==> config.mk <==
export PLATFORM = sky130hd
export DESIGN_NAME = fec_block_ctrl
export DESIGN_NICKNAME = d
export VERILOG_FILES = /design/src/rtl/fec_block_ctrl.sv
export SDC_FILE = /design/constraint.sdc
export NUM_CORES = 1
export LEC_CHECK = 0
export ABC_CLOCK_PERIOD_IN_PS = 1400
export CORE_ASPECT_RATIO = 1.75
export CORE_UTILIZATION = 45
export DETAILED_ROUTE_END_ITERATION = 16
export GPL_TIMING_DRIVEN = 0
export PLACE_DENSITY = 0.86
export SLEW_MARGIN = 5
export SYNTH_ARGS = -nofsm -noshare
export SYNTH_HDL_FRONTEND = slang
export SYNTH_SLANG_ARGS = --single-unit
==> constraint.sdc <==
create_clock -name clk -period 1.4 [get_ports clk]
set_clock_uncertainty 0.05 [all_clocks]
set_input_delay 0.28 -clock clk [delete_from_list [all_inputs] [get_ports clk]]
set_output_delay 0.28 -clock clk [all_outputs]
set_load 0.01 [all_outputs]
Fig. 1: metal 4
Scale: 3 px per um. Supply wires on this layer in grey. Cells faint in the background.
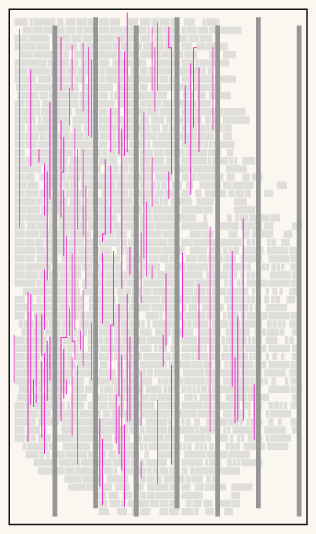
- main direction: vertical
- wire length on this layer: 2400 um
DR vias: 7992
routed wire length: 30.6 mm

Fig. 2: pin map
Scale: 3 px per um. Pins as bars across the die edge, other pins in grey.
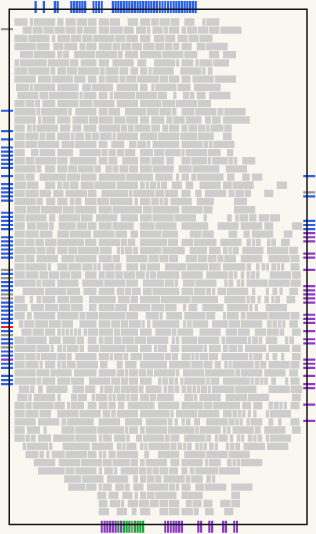
- `in_last`: red (pins 1; direction input; edge left)
- `fec_code`: blue (pins 96; direction input; edge 46 left, 45 top, 5 right)
- `in_byte`: green (pins 8; direction input; edge bottom)
- `fec_data`: purple (pins 48; direction output; edge 25 right, 22 bottom, 1 left)
- all pins by edge: 55 left, 45 top, 31 right, 31 bottom
die width: 98.7 um
port bufs: 159
Die H: 171 um

Fig. 3: clock nets
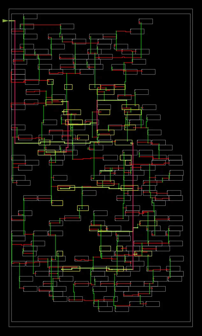
Inserted Clock Buffers: 17
clock sink count: 196
P_clk: 5.23 mW
CLK BUF: 17

==> run summary <==
yosys + openroad results -> post-route ant nets 0, Worst setup EP type output port, setup violators final 211, GRT Overall Usage 28.4%, vias in the first global route 7667, Setup WS pre-CTS -1180 ps, Internal Power 8.76 mW, Comb gates 580, P_seq 5.70 mW, GPL Wtd Cong 0.805, max layer used met4, failing checks setup timing, Worst setup SP type flip-flop, outcome finished with violations, Final Cycle Share 154%, storage element area 0.00394 mm^2, max FFs per register roughly 96, most frequent cells after synthesis 209 x nand2_1, 196 x dfxtp_1, 187 x a21oi_1, 95 x a22oi_1, 32 x buf_2, Worst Path Buf+Inv 1, hold path cells 5, tool warnings 30, WL met3 1.89 mm, half-perimeter wire length after placement 13.6 mm, wl on met1 ~10 mm, MaxCap Viol Count 0, Worst IR Drop VDD about 0.00084 V, Tmin final 2150 ps, worst setup margin -752 ps, signal buffers share of area 26.9%, Detailed Route Iter0 Violations 523, critical path cell sequence and3_4 -> nand2_4 -> nor4bb_4 -> nor2b_4 -> buf_6, clock-pin slew on the worst setup and hold paths 80 ps, Flop Count 196, Worst R2R Path Depth 10, sw frac 28.1%, wire length per cell between 20 and 25 um, combinational power share about a tenth, Hold Path Class in -> reg, Psw ~3.4 mW
Power and IR drop assume default switching activity.
